`config.mk`:
```
export PLATFORM = sky130hd
export DESIGN_NAME = fetch_unit
export DESIGN_NICKNAME = d
export VERILOG_FILES = /design/src/rtl/fetch_unit.sv
export SDC_FILE = /design/constraint.sdc
export NUM_CORES = 1
export LEC_CHECK = 0
export ABC_AREA = 1
export CORE_UTILIZATION = 46
export DETAILED_ROUTE_END_ITERATION = 7
export GPL_TIMING_DRIVEN = 0
export PLACE_DENSITY = 0.81
export SLEW_MARGIN = 0
export SYNTH_ARGS = -nofsm -noshare
export SYNTH_HDL_FRONTEND = slang
export SYNTH_SLANG_ARGS = --single-unit
```
`constraint.sdc`:
```
create_clock -name clk -period 2.2 [get_ports clk]
set_input_delay 0.66 -clock clk [delete_from_list [all_inputs] [get_ports clk]]
set_output_delay 0.66 -clock clk [all_outputs]
set_load 0.02 [all_outputs]
```
`src/rtl/fetch_unit.sv`:
```
// Instruction fetch unit: issues one word fetch at a time and holds each
// returned instruction until the decoder accepts it. A redirect flushes
// the fetch in flight, and the pipeline then refetches from the target.
module fetch_unit #(
  parameter logic [31:0] RESET_PC = 32'h0000_0000
) (
  input  logic        clk,
  input  logic        rst_n,
  output logic        imem_req,
  output logic [31:0] imem_addr,
  input  logic        imem_gnt,
  input  logic        imem_rvalid,
  input  logic [31:0] imem_rdata,
  input  logic        redirect,
  input  logic [31:0] redirect_pc,
  output logic        id_valid,
  input  logic        id_ready,
  output logic [31:0] id_inst,
  output logic [31:0] id_pc
);

  localparam logic [31:0] NOP = 32'h0000_0013;

  typedef enum logic [1:0] {
    ST_REQ,
    ST_WAIT,
    ST_OUT,
    ST_DROP
  } state_t;

  state_t      state;
  state_t      state_nxt;
  logic [31:0] pc;
  logic [31:0] pc_nxt;
  logic        id_valid_nxt;
  logic [31:0] id_inst_nxt;
  logic [31:0] id_pc_nxt;
  logic [31:0] redirect_tgt;
  logic [31:0] pc_inc;

  // Redirect targets are forced word-aligned; pc+4 wraps naturally at 32 bits.
  assign redirect_tgt = {redirect_pc[31:2], 2'b00};
  assign pc_inc       = pc + 32'd4;

  // The request is gated by rst_n so it drops the instant reset asserts,
  // and by redirect so a stale address is never accepted.
  assign imem_req  = rst_n && (state == ST_REQ) && !redirect;
  assign imem_addr = pc;

  // State register, pc and decoder-facing output registers.
  always_ff @(posedge clk or negedge rst_n) begin
    if (!rst_n) begin
      state    <= ST_REQ;
      pc       <= RESET_PC;
      id_valid <= 1'b0;
      id_inst  <= NOP;
      id_pc    <= 32'h0000_0000;
    end else begin
      state    <= state_nxt;
      pc       <= pc_nxt;
      id_valid <= id_valid_nxt;
      id_inst  <= id_inst_nxt;
      id_pc    <= id_pc_nxt;
    end
  end

  // Next-state logic: redirect loads the pc in every state and wins over
  // both a grant and a decoder handshake; a response for an abandoned fetch
  // is swallowed in DROP so only one request is ever outstanding.
  always_comb begin
    state_nxt    = state;
    pc_nxt       = pc;
    id_valid_nxt = id_valid;
    id_inst_nxt  = id_inst;
    id_pc_nxt    = id_pc;

    if (redirect) begin
      pc_nxt = redirect_tgt;
    end

    case (state)
      ST_REQ: begin
        if (!redirect && imem_gnt) begin
          state_nxt = ST_WAIT;
        end
      end
      ST_WAIT: begin
        if (redirect) begin
          state_nxt = imem_rvalid ? ST_REQ : ST_DROP;
        end else if (imem_rvalid) begin
          state_nxt    = ST_OUT;
          id_valid_nxt = 1'b1;
          id_inst_nxt  = imem_rdata;
          id_pc_nxt    = pc;
          pc_nxt       = pc_inc;
        end
      end
      ST_OUT: begin
        if (redirect || id_ready) begin
          state_nxt    = ST_REQ;
          id_valid_nxt = 1'b0;
        end
      end
      ST_DROP: begin
        if (imem_rvalid) begin
          state_nxt = ST_REQ;
        end
      end
      default: begin
        state_nxt = ST_REQ;
      end
    endcase
  end

endmodule
```
==> out/qor.csv <==
stage,metric,value,unit
pwr,P_comb,4.08,mW
clocking,Clock Sinks,99,
synth,Synthesized registers,99,
critical_path,Worst Setup EP,imem_addr[16],
final_timing,Worst-Margin Slew,719.8,ps
job,Max Cap Viol,0,
layout,layout cell share with drive strength beyond 1,6.930,%
clocking,clock slew at reported path FFs,90,ps
status,outcome,"finished, final reports clean",
clocking,Clock Path Buffers,2,
critical_path,Setup CP Type,flop to primary output,
final_timing,normalized max-slew margin,52.01,%
global_routing,largest net degree at the start of global routing,33,
critical_path,"Critical Path, Cell by Cell",clkdlybuf4s50_1,
route,Post-Route WL,15640,um
final_timing,RSZ-0062 raised after global routing,false,
critical_path,worst r2r src,imem_addr[3],
critical_path,crit path max fanout,6,
critical_path,Crit path depth,1,
synth,largest family of logic cells by area,simple AND/OR/NAND/NOR gates,
synth,"Seq/Total Area, Yosys",50.41,%
final_timing,part of the cycle the worst path needs,98.20,%
layout,Commonest Layout Cell,nand2_1,
floorplan,Die H,105.4,um
final_timing,Peak Freq,0.4629,GHz
floorplan,die area,0.01112,mm2
pwr,combinational share of power,48.7,%
pwr,VDD IR max,614.7,uV
synth,Mux area share,0,%
synth,synthesized area per cell,7.515,um2
floorplan,IO Count,168,
route,DR iter-0 viols,417,
critical_path,Top delay family on crit path,buffers and inverters,
floorplan,row cnt,37,
pwr,Switch Pwr,3.415,mW
min_path,Worst Hold Class,input pin to async pin,
critical_path,CP Data Arrival Time,1500,ps
critical_path,CP max stage cell,clkdlybuf4s50_1,
clocking,post-CTS setup buffers,0,
critical_path,Required @ worst endpoint,1540,ps
pwr,Flop+latch power,3.12,mW
final_timing,Final Max Tran Viols,0,
layout,Layout Nets,903,
route,vias per inst,5.196,
flip-flops by register name, indices dropped and copies added, names as in the netlist:
register	cells
imem_addr	32
id_valid	1
id_pc	32
state	2
id_inst	32
layout make-up:
| type | instances | area, um2 |
|---|---|---|
| flip-flops and latches | 99 | 2481 |
| clock buffers | 14 | 152.6 |
| multi-input cells | 483 | 2101 |
| inverters | 47 | 181.4 |
| fillers | 867 | 3294 |
| repair buffers | 168 | 1803 |
| well taps | 136 | 170.2 |
| plain buffers | 24 | 148.9 |
| clock inverters | 2 | 37.54 |
per-stage QoR:
step	worst slack [ps]	area [um2]	instances	power [mW]	setup TNS, ps
2_1_floorplan	22.66	4922	655	5.121	0
3_3_place_gp	-3924	6734	955	7.054	-321540
3_5_place_dp	-778.7	6759	956	7.183	-1231
4_1_cts	11.48	7056	973	8.384	0
5_1_grt	0.3848	7076	973	8.890	0
6_report	39.64	7076	973	8.368	0
routing by layer:
layer  share of wire (%)  global-route usage [%]
met3                 6.9                   4.824
met2                  46                   46.48
met5                   0                       0
met1                  43                   39.77
met4                 3.8                   13.58
synthesized netlist by cell type (3+ instances only):
cell        n  share of area [%]
nor3_1     10                1.0
buf_4       3               0.46
buf_6       5                1.1
nor2_4      4               0.92
o21ai_1     7               0.71
nand3_1    35                3.6
o21ai_0    43                4.4
nand2_1   259                 20
buf_2      12                1.2
nor2_1     87                6.6
clkbuf_1    6               0.46
inv_1      43                3.3
dfstp_2     3                1.6
dfrtp_1    96                 49
a21oi_1     8               0.81
o22ai_1     3               0.38
o211ai_1    3               0.46
inv_2       3               0.23
nor2_2      3               0.38
a31oi_1     3               0.38
what timing repair did:
item,in CTS,in global routing
resized,7,8
cloned,3,0
setup endpoints to repair,1,8
hold buffers,0,0
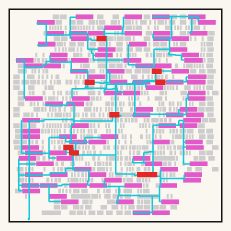
clock_wires.png
Drawn at 2 px/um.
magenta -> flip-flops  # count 99
red -> clock-net drivers  # count 9
cyan -> clock wires  # length 1200 um
flops lie = spread over the die

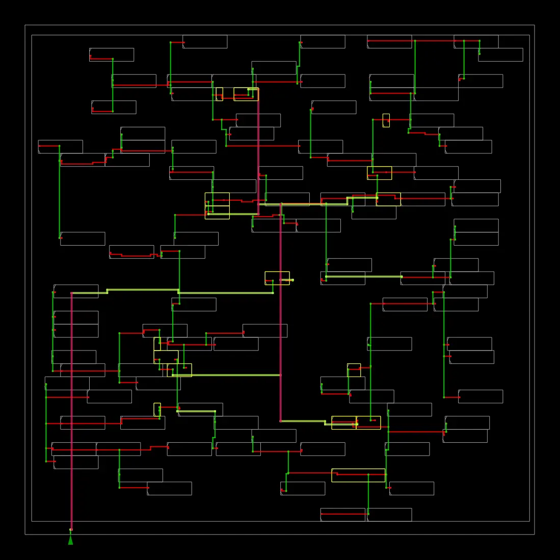
clock_nets.png
clock skew: 9.896 ps
Seq cells: 99
worst skew pair latency: 360 ps
clkbuf count: 14
Inserted Clock Buffers: 9

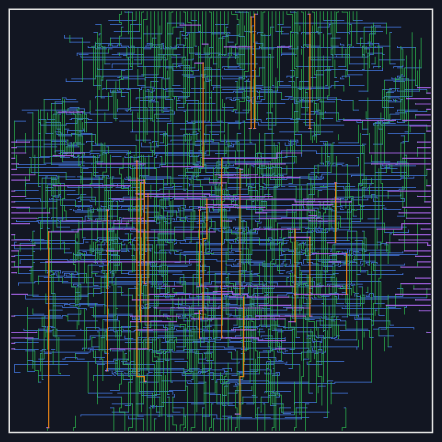
layers.png
Drawn at 4 px/um.
orange -> M4  # wire length 587 um
green -> M2  # wire length 7260 um
blue -> M1  # wire length 6710 um
purple -> M3  # wire length 1080 um

Power is estimated from default activity; no workload was simulated.
